**src/rtl/cpu_board_monitor.sv**
```systemverilog
// Board front end: debounced step clock for the CPU plus a 4-digit 7-segment debug display.
// Optional auto-run step divider is enabled by defining CPU_MONITOR_AUTO_EN.
module cpu_board_monitor #(
  parameter int DEBOUNCE_CYCLES = 200000,
  parameter int SCAN_DIV        = 100000,
  parameter int AUTO_DIV        = 25000000
) (
  input  logic        CLK,
  input  logic        Reset,
  input  logic        btn_step,
  input  logic [1:0]  mode,
  input  logic [31:0] curPC,
  input  logic [31:0] nextPC,
  input  logic [4:0]  rs,
  input  logic [4:0]  rt,
  input  logic [31:0] Out1,
  input  logic [31:0] Out2,
  input  logic [31:0] Result,
  input  logic [31:0] DBData,
`ifdef CPU_MONITOR_AUTO_EN
  input  logic        run_auto,
`endif
  output logic        step_clk,
  output logic [3:0]  AN,
  output logic [7:0]  SEG
);
  localparam int DW = (DEBOUNCE_CYCLES > 1) ? $clog2(DEBOUNCE_CYCLES) : 1;
  localparam int SW = (SCAN_DIV > 1) ? $clog2(SCAN_DIV) : 1;

  logic          s1, s2, db;
  logic [DW-1:0] db_cnt;
  logic [SW-1:0] scan_cnt;
  logic [1:0]    digit, digit_nxt;
  logic [15:0]   snap, snap_nxt, word;
  logic [3:0]    nib;
  logic [6:0]    seg_hex;
  logic          scan_last;

  // Only the low byte of each wide bus is displayed.
  logic unused_bits;
  assign unused_bits = ^{curPC[31:8], nextPC[31:8], Out1[31:8], Out2[31:8],
                         Result[31:8], DBData[31:8]};

  always_ff @(posedge CLK) begin
    if (Reset) begin
      s1     <= 1'b0;
      s2     <= 1'b0;
      db     <= 1'b0;
      db_cnt <= '0;
    end else begin
      s1 <= btn_step;
      s2 <= s1;
      if (s2 == db) begin
        db_cnt <= '0;
      end else if (db_cnt == DW'(DEBOUNCE_CYCLES - 1)) begin
        db     <= s2;
        db_cnt <= '0;
      end else begin
        db_cnt <= db_cnt + 1'b1;
      end
    end
  end

`ifdef CPU_MONITOR_AUTO_EN
  localparam int AW = (AUTO_DIV > 1) ? $clog2(AUTO_DIV) : 1;
  logic [AW-1:0] auto_cnt;

  always_ff @(posedge CLK) begin
    if (Reset) begin
      auto_cnt <= '0;
      step_clk <= 1'b0;
    end else if (run_auto) begin
      if (auto_cnt == AW'(AUTO_DIV - 1)) begin
        auto_cnt <= '0;
        step_clk <= ~step_clk;
      end else begin
        auto_cnt <= auto_cnt + 1'b1;
      end
    end else begin
      auto_cnt <= '0;
      step_clk <= db;
    end
  end
`else
  always_ff @(posedge CLK) begin
    if (Reset) step_clk <= 1'b0;
    else       step_clk <= db;
  end
`endif

  always_comb begin
    word = '0;
    unique case (mode)
      2'b00: word = {curPC[7:0], nextPC[7:0]};
      2'b01: word = {3'b0, rs, Out1[7:0]};
      2'b10: word = {3'b0, rt, Out2[7:0]};
      2'b11: word = {Result[7:0], DBData[7:0]};
    endcase
  end

  // AN/SEG are registered from next-state values so they move on the same edge as the index.
  always_comb begin
    scan_last = (scan_cnt == SW'(SCAN_DIV - 1));
    digit_nxt = scan_last ? digit + 2'd1 : digit;
    snap_nxt  = (scan_last && digit == 2'd3) ? word : snap;
    nib       = snap_nxt[digit_nxt*4 +: 4];
  end

  always_comb begin
    seg_hex = 7'h7F;
    unique case (nib)
      4'h0: seg_hex = 7'h40;
      4'h1: seg_hex = 7'h79;
      4'h2: seg_hex = 7'h24;
      4'h3: seg_hex = 7'h30;
      4'h4: seg_hex = 7'h19;
      4'h5: seg_hex = 7'h12;
      4'h6: seg_hex = 7'h02;
      4'h7: seg_hex = 7'h78;
      4'h8: seg_hex = 7'h00;
      4'h9: seg_hex = 7'h10;
      4'hA: seg_hex = 7'h08;
      4'hB: seg_hex = 7'h03;
      4'hC: seg_hex = 7'h46;
      4'hD: seg_hex = 7'h21;
      4'hE: seg_hex = 7'h06;
      4'hF: seg_hex = 7'h0E;
    endcase
  end

  always_ff @(posedge CLK) begin
    if (Reset) begin
      scan_cnt <= '0;
      digit    <= 2'd0;
      snap     <= '0;
      AN       <= 4'b1111;
      SEG      <= 8'hFF;
    end else begin
      scan_cnt <= scan_last ? '0 : scan_cnt + 1'b1;
      digit    <= digit_nxt;
      snap     <= snap_nxt;
      AN       <= ~(4'b0001 << digit_nxt);
      SEG      <= {1'b1, seg_hex};
    end
  end
endmodule

```
**config.mk**
```make
export PLATFORM = sky130hd
export DESIGN_NAME = cpu_board_monitor
export DESIGN_NICKNAME = d
export VERILOG_FILES = /design/src/rtl/cpu_board_monitor.sv
export SDC_FILE = /design/constraint.sdc
export NUM_CORES = 1
export LEC_CHECK = 0
export CELL_PAD_IN_SITES_DETAIL_PLACEMENT = 1
export CELL_PAD_IN_SITES_GLOBAL_PLACEMENT = 2
export CORE_MARGIN = 10
export CORE_UTILIZATION = 18
export CTS_BUF_LIST = sky130_fd_sc_hd__clkbuf_8
export CTS_CLUSTER_DIAMETER = 80
export DETAILED_ROUTE_END_ITERATION = 8
export PLACE_DENSITY = 0.85
export SYNTH_ARGS = -nofsm -noshare
export SYNTH_HDL_FRONTEND = slang
export SYNTH_SLANG_ARGS = --single-unit
```
**constraint.sdc**
```tcl
create_clock -name CLK -period 2.8 [get_ports CLK]
set_input_delay 0.28 -clock CLK [delete_from_list [all_inputs] [get_ports CLK]]
set_output_delay 0.28 -clock CLK [all_outputs]
set_load 0.005 [all_outputs]
```
Figure 1. Routing congestion (run 1).
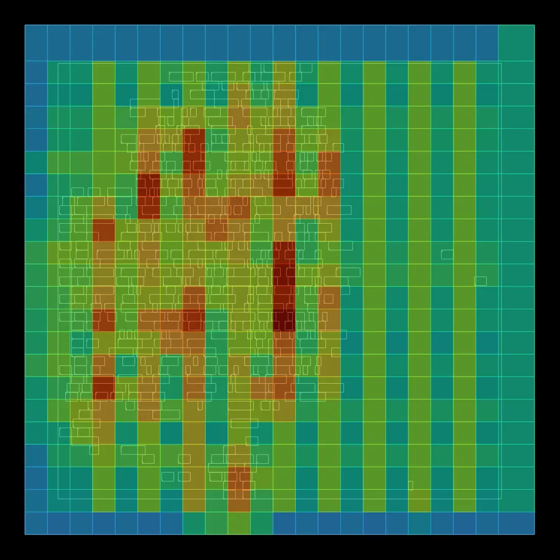
met3 Usage GRT: 3.39%
GRT Util Overall: 8.14%
grt met1 use: 8.16%
Most Crowded Layer GR: met2

Figure 2. Logic cells by family (run 1).
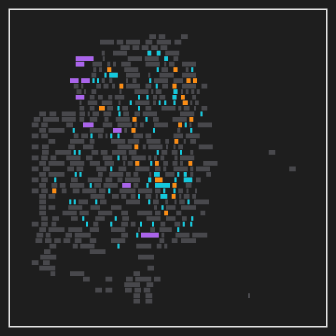
| family | color | cells | most used |
|---|---|---|---|
| nor cells | cyan | 73 | nor2_1 |
| and/or cells | orange | 23 | or3_1 |
| fa/ha/maj cells | purple | 9 | ha_1 |

Figure 3. Sequential cells colored by netlist name (run 1).
Scale bar: 50 µm. Other sequential cells in the stronger gray, the rest of the logic in the fainter gray.
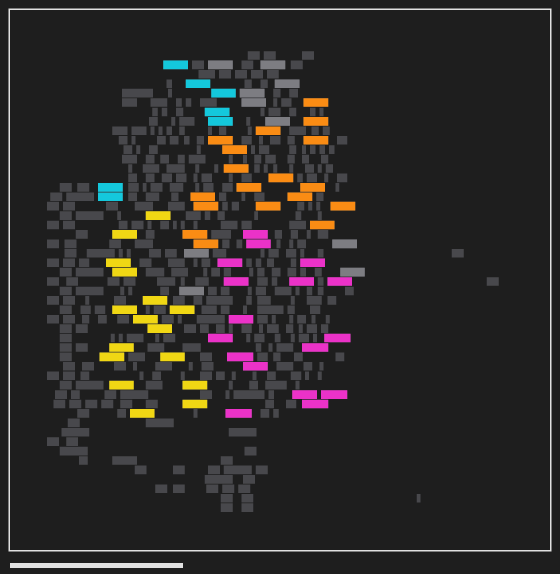
| name in the netlist | color | sequential cells |
|---|---|---|
| snap | yellow | 16 |
| scan_cnt | magenta | 17 |
| SEG | cyan | 7 |
| db_cnt | orange | 18 |
Seq/total area: 27.7%
Finished Core Util: 27.3%
sequential group power: 0.985 mW

Figure 4. Zoomed window (run 1).
Scale bar: 10 µm. Window x 26 to 51, y 26 to 51 µm. Cells in gray, sequential cells in the stronger gray; small squares are vias.
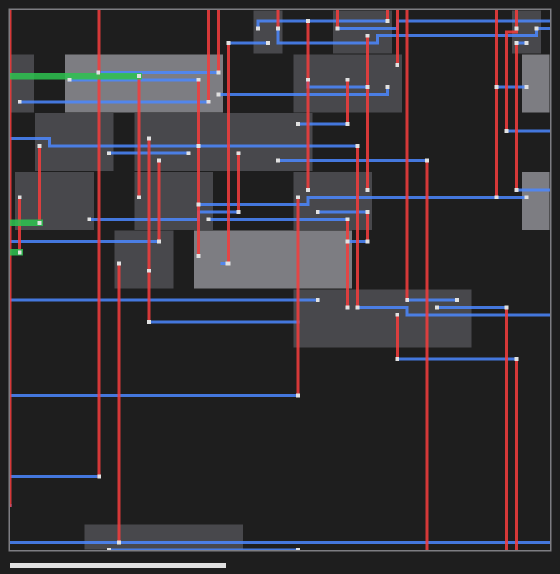
| layer | color |
|---|---|
| M3 | green |
| M2 | red |
| M1 | blue |
netlist names of flops here include: snap (2)
cells with their middle in the window: 13
sequential cells in the window: 2
most frequent: clkdlybuf4s50_1 (3)

==> flow_summary.ini, run 1 <==
; physical design summary
[critical_path]
endpoint_kind = flip-flop
crit_family = multiplexers
reg2reg_slack_ns = 0.03
cp.required_ns = 3.02
path_cells = ha_4, nand3_4, nor3_2, and4_4, mux2i_4, buf_6, mux2i_2, mux2_4, inv_2, ha_4, inv_2, mux2i_2, nor3b_2, a31oi_1
critPathLaunch = scan_cnt[0]
cp_slowest_cell = dfxtp_2
timing.rr.start = scan_cnt[0]
crit_buf_inv = 3
max_stage_delay_ns = 0.35
cp_max_fo = 6
critPathLaunchType = flip-flop
crit_type = flip-flop to flip-flop
cp.arrival_ns = 2.99

[clocking]
clkTransAtPathRegs_ns = 0.07
clock_path_buffers = 2
cts_tree = yes
cts_buffers = 9
clock_latency_ns = 0.34
root_buffer = clkbuf_8
cts_htree_levels = 3
clock-sinks = 68

[run]
tool_warnings = 176
maxCapViolCount = 0

[floorplan]
dieHeight_um = 156
core_area_um2 = 18100
die_x_um = 156
die-area_um2 = 24300
pin_count = 220
rows = 49
fp-utilization_pct = 18.4

[yosys]
ys_async_sr_fraction_pct = 0
yosysTopAreaCell = dfxtp_1
top_area_share_pct = 40.9
synth.cell_area_um2 = 3330
syn_inst = 340
ys_ff = 68
synth_nets = 556
ys_seq_share_pct = 40.9
synth-main-ff-cell = dfxtp_1
ys_types = 42
yosysWarnings = 0
ys_cells = 340
ys_top_cells_by_area = dfxtp_1 (41%), mux4_2 (8.8%), mux2i_1 (8.7%), nor2_1 (6.9%), xor2_1 (4.0%)
synth-edff-count = 0
avgSynthCellArea_um2 = 9.78
ys_chip_area_um2 = 3330

[route]
drtAntennaViolNets = 0
vias = 2864
wl_per_cell_um = 14.0
drt_iter0_drc = 64
vias_per_cell = 4.16
first_pass_iters = 4
drcViolationCount = 0
routed_wl_um = 9640

[final_timing]
setup-violations-final = 0
finClkSkew_ns = 0.00648
hold_viol_final = 0
final-max-slew-violation-count = 0
relSlewSlack_pct = 59.3
fmax_ghz = 0.360
fin_crit_sh_pct = 99.1
tightest_slew_ns = 0.611
rsz0062_at_grt = yes
tns_ns = 0
period_minus_slack_ns = 2.77

[grt]
grt_overflow = 0
grt_max_degree = 30
grt_pass1_vias = 3266
grt_pass1_wl_um = 16100
antenna_found_initial = 0

[power_and_ir_drop]
p_leak_nw = 1.90
power_mw = 1.94
p_per_area_nw_per_um2 = 392
ir_drop_uv = 152

[placement]
io_buffers = 74
post_dp_cell_area_um2 = 4590
dpl.hpwl_um = 7770
gp_congestion = 0.771

[hold_path]
hp-start = s1
hold_path.class = flip-flop to flip-flop

[finish]
nets = 671
nFillCells = 2046
final_cell_mix = clkdlybuf4s50_1 (74), dfxtp_1 (62), nor2_1 (61)
lay_top_count = clkdlybuf4s50_1
antennaDiodeCount = 0
final_area_um2 = 4940
area_delta_synth_final_pct = 48.7
drive_gt1_share_pct = 24.0

[run_status]
status = finished, final reports clean
## run 1: synthesized netlist by cell type, drive strengths merged, types with 2 or more instances
library cell  instances
mux2i                29
nand2b                2
o21ai                 9
nor2                 61
nor2b                 3
mux2                  5
buf                   8
mux4                 13
nand3                10
or3                  11
nor4                  4
and3                  4
inv                   9
xnor2                13
nand4                 8
dfxtp                68
ha                    9
a22o                  3
clkbuf                9
nand2                17
o221ai                2
and2                  3
nor3                  3
xor2                 15
or2                   2
a21oi                11
## run 1: worst paths after layout
check | end | cells after the start
worst max-delay path | SEG[3] | 14
worst max register to register | SEG[3] | 14
worst min-delay path | s2 | 1
worst min register to register | s2 | 1
## run 1: area by class of cell
type,instances,area (µm²),share of cell area (%)
flip-flops and latches,68,1370,27.7
repair buffers,121,1120,22.6
multi-input cells,246,1950,39.4
inverters,9,33.8,0.683
clock buffers,13,179,3.62
well taps,229,287,5.79
clock inverters,2,8.76,0.177
## run 1: through the flow
stage / std cells / util (%) / worst slack (ns) / hold slack (ns)
after floorplan: 340 / - / 0.0209 / 0.408
after global placement: 666 / 25.4 / -0.257 / 0.422
after detailed placement: 666 / 25.4 / -0.300 / 0.437
after CTS: 686 / 26.9 / 0.00414 / 0.453
after global routing: 688 / 27.3 / -0.116 / 0.468
final: 688 / 27.3 / 0.0251 / 0.445
## run 1: worst register-to-register path: stages (launching register included)
cell	delay [ns]
dfxtp_2	0.35
ha_4	0.15
nand3_4	0.09
nor3_2	0.17
and4_4	0.26
mux2i_4	0.24
buf_6	0.16
mux2i_2	0.22
mux2_4	0.21
inv_2	0.06
ha_4	0.26
inv_2	0.04
mux2i_2	0.16
nor3b_2	0.21
a31oi_1	0.07
## run 1: what timing repair did
action	4_1_cts	5_1_grt
resized	12	19
setup endpoints to repair	5	6
pin swaps	3	5
buffers inserted	5	2
hold buffers	0	0
## run 1: power breakdown
group | total (mW) | leakage (nW) | switching [mW] | internal (mW)
Clock | 0.754 | 0.103 | 0.345 | 0.409
Sequential | 0.985 | 0.554 | 0.00614 | 0.979
Combinational | 0.202 | 1.25 | 0.0629 | 0.139
## run 1: cell families (layout without fill, tap and decap cells)
logic type      Yosys count  in the layout  synth area share (%)
buf+inv                  26            145                  3.76
mux                      47             47                  19.2
flops                    68             68                  40.9
other cells               1              1                 0.113
compound gates           27             27                  4.93
fa+ha+maj                 9              9                  3.39
xor+xnor                 28             28                  7.37
simple gates            134            134                  20.3
## run 1: routing by layer
| layer | wire (µm) | global-route usage [%] | vias up |
|---|---|---|---|
| met5 | 0 | 0 | - |
| met4 | 141 | 2.74 | 0 |
| met3 | 705 | 3.39 | 12 |
| met2 | 4980 | 14.9 | 63 |
| met1 | 3810 | 8.16 | 1382 |
| li1 | - | - | 1407 |
## run 1: registers in the layout (all words and copies together) (netlist names)
signal / flops
snap: 16
db_cnt: 18
db: 1
step_clk: 1
s2: 1
digit: 2
scan_cnt: 17
s1: 1
SEG: 7
AN: 4
Figure 5. Wires at chosen ports, followed through buffers (run 1).
Scale bar: 50 µm.
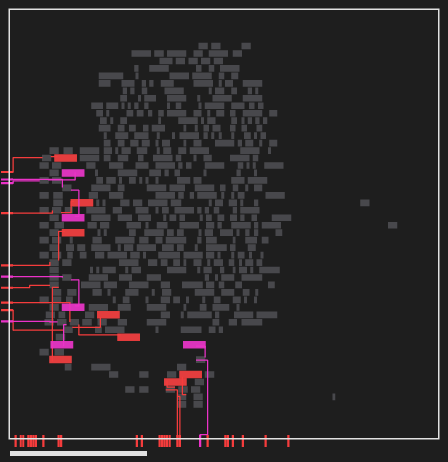

--- run 2 (diff from run 1) ---
--- a/config.mk
+++ b/config.mk
@@ -8,11 +8,11 @@
 export CELL_PAD_IN_SITES_DETAIL_PLACEMENT = 1
 export CELL_PAD_IN_SITES_GLOBAL_PLACEMENT = 2
 export CORE_MARGIN = 10
-export CORE_UTILIZATION = 18
+export CORE_UTILIZATION = 22
 export CTS_BUF_LIST = sky130_fd_sc_hd__clkbuf_8
 export CTS_CLUSTER_DIAMETER = 80
 export DETAILED_ROUTE_END_ITERATION = 8
-export PLACE_DENSITY = 0.85
+export PLACE_DENSITY = 0.95
 export SYNTH_ARGS = -nofsm -noshare
 export SYNTH_HDL_FRONTEND = slang
 export SYNTH_SLANG_ARGS = --single-unit
==> constraint.sdc (replaced) <==
create_clock -name CLK -period 3.56 [get_ports CLK]
set_input_delay 0.356 -clock CLK [delete_from_list [all_inputs] [get_ports CLK]]
set_output_delay 0.356 -clock CLK [all_outputs]
set_load 0.005 [all_outputs]
Figure 6. Wires at chosen ports, followed through buffers (run 2).
Scale bar: 50 µm.
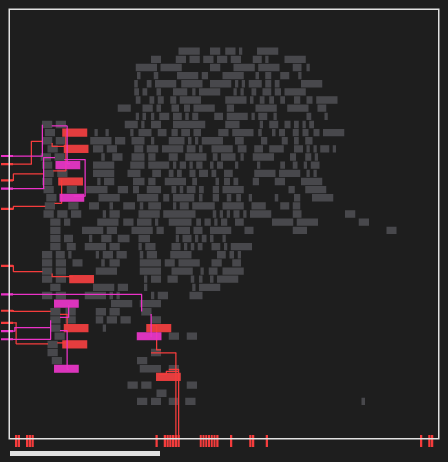
| port | color | bits | direction | edge | end cells | buffers | wire |
|---|---|---|---|---|---|---|---|
| rs | magenta | 5 | input | left | 5 | 5 | 200 µm |
| Out2 | red | 32 | input | 26 bottom, 6 left | 8 | 8 | 220 µm |

Figure 7. Sequential cells colored by netlist name (run 2).
Scale bar: 50 µm. Other sequential cells in the stronger gray, the rest of the logic in the fainter gray.
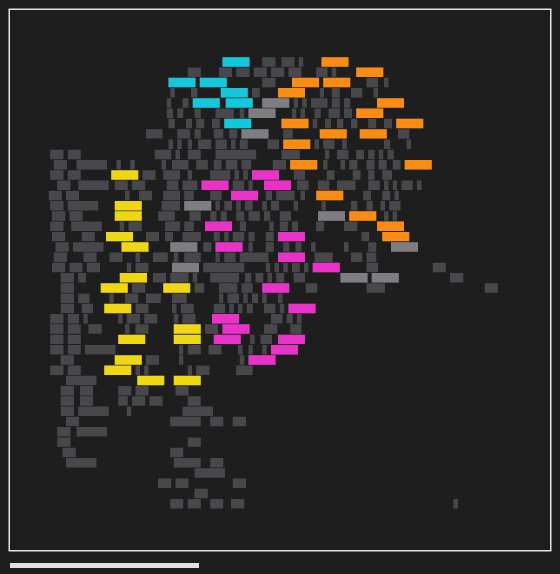
| name in the netlist | color | sequential cells |
|---|---|---|
| SEG | cyan | 7 |
| scan_cnt | magenta | 17 |
| db_cnt | orange | 18 |
| snap | yellow | 16 |

==> flow_summary.ini, run 2 <==
; physical design summary
[run_status]
status = finished, final reports clean

[yosys]
ys_async_sr_fraction_pct = 0
synth-edff-count = 0
ys_ff = 68
ys_top_cells_by_area = dfxtp_1 (41%), mux4_2 (8.8%), mux2i_1 (8.7%), nor2_1 (6.9%), xor2_1 (4.0%)
yosysWarnings = 0
syn_inst = 340
top_cell = dfxtp_1
synth.cell_area_um2 = 3330
ys_types = 42
ys_seq_share_pct = 40.9
top_area_share_pct = 40.9
synth_nets = 556
yosysTopAreaCell = dfxtp_1
ys_chip_area_um2 = 3330
ys_cells = 340
avgSynthCellArea_um2 = 9.78
synth-main-ff-cell = dfxtp_1
synth.top_cells.by_count = dfxtp_1 (68), nor2_1 (61), mux2i_1 (29), nand2_1 (17), xor2_1 (15)

[critical_path]
max_stage_delay_ns = 0.48
crit_type = flip-flop to flip-flop
endpoint_kind = flip-flop
critPathLaunch = scan_cnt[0]
cp_slowest_cell = or3b_2
reg2reg_depth = 11
cp.arrival_ns = 3.52
timing.rr.start = scan_cnt[0]
path_cells = ha_1, nand3_2, nor4_4, nand4_4, mux2i_1, mux2i_1, mux2_2, ha_1, or3b_2, o221ai_2, nand2_1
cp_max_fo = 16
cp.required_ns = 3.80
worstReg2RegEnd = SEG[0]
critPathLaunchType = flip-flop
reg2reg_slack_ns = 0.28

[finish]
largest_reg_flops = 18
drive_gt1_share_pct = 11.5
regMostFlops = db_cnt
area_delta_synth_final_pct = 35.0
nets = 630
nFillCells = 1646
finish.utilization_pct = 30.5
final_area_um2 = 4490
antennaDiodeCount = 0
reg.largest.list = db_cnt x18, scan_cnt x17, snap x16
lay_top_count = clkdlybuf4s50_1
final_cell_mix = clkdlybuf4s50_1 (74), dfxtp_1 (68), nor2_1 (61)

[clocking]
clkTransAtPathRegs_ns = 0.08
post_cts.repair.setup_buffers = 0
clock_path_buffers = 2
cts_resized = 0
root_buffer = clkbuf_8
clock_latency_ns = 0.35
cts_htree_levels = 3
clock-sinks = 68
cts_buffers = 9
cts_tree = yes
ctsHoldBuffers = 0

[floorplan]
die_x_um = 143
core_area_um2 = 14700
fp-utilization_pct = 22.6
rows = 44
die-area_um2 = 20400
dieHeight_um = 143
pin_count = 220

[route]
drcViolationCount = 0
vias = 2742
first_pass_iters = 4
routed_wl_um = 8960
wl_per_cell_um = 14.9
drt_iter0_drc = 95
drtAntennaViolNets = 0
vias_per_cell = 4.55

[final_timing]
period_minus_slack_ns = 3.28
fin_crit_sh_pct = 92.3
relSlewSlack_pct = 60.7
rsz0062_at_grt = no
final-max-slew-violation-count = 0
fmax_ghz = 0.304
finClkSkew_ns = 0.0102
tns_ns = 0
setup-violations-final = 0
hold_viol_final = 0
tightest_slew_ns = 0.589

[grt]
grt_util_all_layers_pct = 8.91
antenna_found_initial = 0
grt_max_degree = 30
grt_overflow = 0
grt_pass1_vias = 3040
grt_pass1_wl_um = 14900

[placement]
post_dp_cell_area_um2 = 4260
io_buffers = 74
dpl.hpwl_um = 7260
gp_congestion = 0.821

[run]
maxCapViolCount = 0
tool_warnings = 175

[hold_path]
hp-start = scan_cnt[0]
hold_path.class = flip-flop to flip-flop
hold_end = scan_cnt[0]
hold_depth = 1

[power_and_ir_drop]
p_leak_nw = 1.72
power_mw = 1.63
p_per_area_nw_per_um2 = 364
ir_drop_uv = 174
==> run 2: logic make-up (layout without fill, tap and decap cells) <==
kind of cell | after synthesis | count (layout) | synth area share, %
buffers and inverters | 26 | 105 | 3.76
and+or+nand+nor | 134 | 134 | 20.3
adders and majority gates | 9 | 9 | 3.39
other | 1 | 1 | 0.113
xor gates and xnor gates | 28 | 28 | 7.37
DFF | 68 | 68 | 40.9
muxes | 47 | 47 | 19.2
AOI/OAI and AO/OA | 27 | 27 | 4.93
==> run 2: cell type report <==
class | instances | area, µm² | area share, %
sequential | 68 | 1360 | 30.3
clock inverter | 7 | 98.8 | 2.20
clock buffer | 9 | 124 | 2.76
tap | 184 | 230 | 5.13
multi-input combinational | 246 | 1840 | 41.1
timing repair buffer | 80 | 798 | 17.8
inverter | 9 | 33.8 | 0.753
==> run 2: metrics by stage <==
stage          worst slack [ns]  std cells  hold WS, ns
6_report                  0.276        603        0.462
5_1_grt                  0.0179        603        0.490
4_1_cts                   0.245        603        0.468
3_5_place_dp              0.282        587        0.459
3_3_place_gp              0.362        587        0.426
2_1_floorplan             0.690        340        0.414
==> run 2: worst max path at each step <==
stage	end	slack [ns]	depth (start not counted)
detailed placement	SEG[0]	0.28	11
CTS	SEG[0]	0.24	11
finish	SEG[0]	0.28	11
global placement	SEG[0]	0.36	10
global route	SEG[3]	0.02	13
floorplan	SEG[0]	0.69	12
==> run 2: where the power goes <==
part	internal [mW]	switching [mW]	total [mW]
clock	0.399	0.313	0.712
sequential	0.769	0.00492	0.774
combinational	0.102	0.0450	0.147
==> run 2: critical path, delay by kind of cell, from the launching register on <==
kind | cells | cell delay [ns]
AOI/OAI and AO/OA | 1 | 0.07
muxes | 3 | 0.81
and+or+nand+nor | 5 | 1.39
adders and majority gates | 2 | 0.50
DFF | 1 | 0.37
==> run 2: metal layers <==
layer	track usage [%]	vias to the layer above	share of wire, %
met5	0	-	0
met2	15.7	77	51
met1	9.49	1332	40
met4	2.44	0	1.1
met3	3.91	8	7.3
li1	-	1325	-
Figure 8. Logic cells by family (run 2).
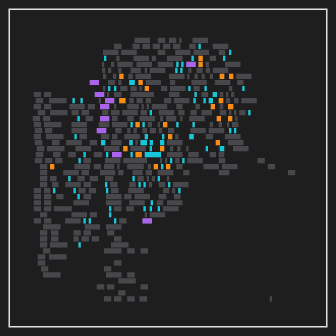

--- run 3 (diff from run 2) ---
--- a/config.mk
+++ b/config.mk
@@ -8,11 +8,11 @@
 export CELL_PAD_IN_SITES_DETAIL_PLACEMENT = 1
 export CELL_PAD_IN_SITES_GLOBAL_PLACEMENT = 2
 export CORE_MARGIN = 10
-export CORE_UTILIZATION = 22
+export CORE_UTILIZATION = 20
 export CTS_BUF_LIST = sky130_fd_sc_hd__clkbuf_8
 export CTS_CLUSTER_DIAMETER = 80
 export DETAILED_ROUTE_END_ITERATION = 8
-export PLACE_DENSITY = 0.95
+export PLACE_DENSITY = 0.89
 export SYNTH_ARGS = -nofsm -noshare
 export SYNTH_HDL_FRONTEND = slang
 export SYNTH_SLANG_ARGS = --single-unit
==> constraint.sdc (replaced) <==
create_clock -name CLK -period 3.3 [get_ports CLK]
set_input_delay 0.33 -clock CLK [delete_from_list [all_inputs] [get_ports CLK]]
set_output_delay 0.33 -clock CLK [all_outputs]
set_load 0.005 [all_outputs]
Figure 9. Logic cells by family (run 3).
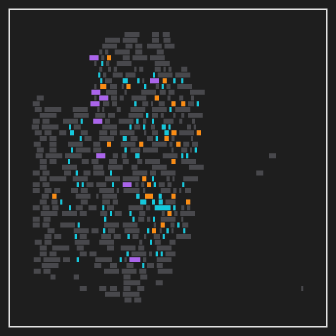
| family | color | cells | most used |
|---|---|---|---|
| fa/ha/maj cells | purple | 9 | ha_1 |
| and/or cells | orange | 23 | or3_1 |
| nor cells | cyan | 73 | nor2_1 |
Commonest Layout Cell: clkdlybuf4s50_1
Non-Filler Instances: 641
combinational share of cell area: 41.2%

Figure 10. Wires at chosen ports, followed through buffers (run 3).
Scale bar: 50 µm.
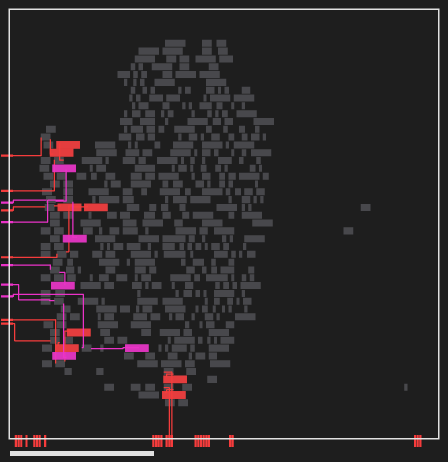
| port | color | bits | direction | edge | end cells | buffers | wire |
|---|---|---|---|---|---|---|---|
| Out2 | red | 32 | input | 26 bottom, 6 left | 8 | 8 | 227 µm |
| rs | magenta | 5 | input | left | 5 | 5 | 190 µm |

==> flow_summary.ini, run 3 <==
; physical design summary
[clocking]
post_cts.repair.setup_buffers = 0
clock-sinks = 68
root_buffer = clkbuf_8
cts_buffers = 9
clock_latency_ns = 0.36
cts_htree_levels = 3
clock_path_buffers = 2
ctsHoldBuffers = 0
cts_tree = yes

[yosys]
ys_cells = 340
ys_seq_share_pct = 40.9
synth.cell_area_um2 = 3330
ys_types = 42
syn_inst = 340
top_area_share_pct = 40.9
synth-main-ff-cell = dfxtp_1
synth-edff-count = 0
yosysTopAreaCell = dfxtp_1
yosysWarnings = 0
ys_chip_area_um2 = 3330
ys_async_sr_fraction_pct = 0
ys_top_cells_by_area = dfxtp_1 (41%), mux4_2 (8.8%), mux2i_1 (8.7%), nor2_1 (6.9%), xor2_1 (4.0%)
synth.top_cells.by_count = dfxtp_1 (68), nor2_1 (61), mux2i_1 (29), nand2_1 (17), xor2_1 (15)
avgSynthCellArea_um2 = 9.78
ys_ff = 68
top_cell = dfxtp_1

[finish]
nFillCells = 1922
final_cell_mix = clkdlybuf4s50_1 (74), dfxtp_1 (68), nor2_1 (61)
regMostFlops = db_cnt
antennaDiodeCount = 0
drive_gt1_share_pct = 12.1
finish.utilization_pct = 27.5
area_delta_synth_final_pct = 36.2
reg.largest.list = db_cnt x18, scan_cnt x17, snap x16
largest_reg_flops = 18

[power_and_ir_drop]
p_per_area_nw_per_um2 = 354
power_mw = 1.60

[floorplan]
pin_count = 220
dieHeight_um = 149
fp-utilization_pct = 20.2
rows = 47

[hold_path]
hold_path.class = flip-flop to flip-flop

[run_status]
status = finished, final reports clean

[final_timing]
setup-violations-final = 0
finClkSkew_ns = 0.00440
tightest_slew_ns = 0.616
fin_crit_sh_pct = 93.2
final-max-slew-violation-count = 0
relSlewSlack_pct = 58.9
period_minus_slack_ns = 3.08

[route]
drt_iter0_drc = 88
wl_met3_um = 700
wl_per_cell_um = 14.1
m1WireLength_um = 3530
met2_length_um = 4630
drtAntennaViolNets = 0
vias = 2712
vias_per_cell = 4.23
first_pass_iters = 4
drcViolationCount = 0

[critical_path]
cp.required_ns = 3.55
cp_max_fo = 9
endpoint_kind = flip-flop
crit_type = flip-flop to flip-flop
reg2reg_slack_ns = 0.22
critPathLaunchType = flip-flop

[run]
tool_warnings = 175

[placement]
io_buffers = 74
gp_congestion = 0.787
dpl.hpwl_um = 7280

[grt]
grt_pass1_wl_um = 14900
grt_max_degree = 30
grt_pass1_vias = 3055
grt_util_all_layers_pct = 8.43
antenna_found_initial = 0
grt_overflow = 0
==> run 3: critical path, cell delays in order (launching register included) <==
cell	delay, ns
dfxtp_1	0.36
ha_2	0.23
nand3_2	0.15
nor4_4	0.31
nand4_4	0.28
mux2i_1	0.30
mux2i_1	0.11
mux2_4	0.32
ha_1	0.26
or3b_2	0.49
o221ai_2	0.07
nand2_1	0.08
==> run 3: power breakdown <==
group / internal [mW] / switching, mW
clock: 0.301 / 0.306
sequential: 0.830 / 0.00486
combinational: 0.111 / 0.0489
==> run 3: stage by stage <==
step	hold slack (ns)	worst slack (ns)	cells	TNS, ns	area (µm²)
after floorplan	0.414	0.430	340	0	3330
after global placement	0.424	0.0595	626	0	4330
after detailed placement	0.435	0.0301	626	0	4330
after CTS	0.451	0.0157	641	0	4500
after global routing	0.468	-0.00331	641	-0.00331	4530
final	0.444	0.224	641	0	4530
==> run 3: cells by family after synthesis <==
group / Yosys count / synth area share, %
AND-OR/OR-AND: 27 / 4.93
XOR/XNOR: 28 / 7.37
adder cells (fa/ha/maj): 9 / 3.39
buffers and inverters: 26 / 3.76
flip-flops: 68 / 40.9
multiplexers: 47 / 19.2
other: 1 / 0.113
AND/OR/NAND/NOR: 134 / 20.3
==> run 3: cell type report <==
| cell class | count | area [µm²] | share of cell area, % |
|---|---|---|---|
| Tap cell | 220 | 275 | 6.08 |
| Clock buffer | 11 | 151 | 3.34 |
| Timing Repair Buffer | 83 | 825 | 18.2 |
| Multi-Input combinational cell | 246 | 1860 | 41.2 |
| Inverter | 9 | 33.8 | 0.746 |
| Clock inverter | 4 | 17.5 | 0.387 |
| Sequential cell | 68 | 1360 | 30.1 |
==> run 3: final timing paths <==
path / from / endpoint / depth (start not counted)
setup / recovery: scan_cnt[0] / SEG[0] / 11
hold / removal: s1 / s2 / 1
setup reg to reg: scan_cnt[0] / SEG[0] / 11
hold reg to reg: s1 / s2 / 1
==> run 3: timing repair <==
action | 4_1_cts | 5_1_grt
hold endpoints to repair | 0 | 0
gates resized | 0 | 8
endpoints found under the setup margin | 0 | 3
==> run 3: per-layer routing <==
layer  global-route usage [%]  vias to the layer above
li1                         -                     1335
met1                     7.96                     1301
met2                     15.1                       64
met3                     3.82                       12
met4                     4.22                        0
met5                        0                        -
Power figures rest on the tool's default switching activity, not on a simulated workload.
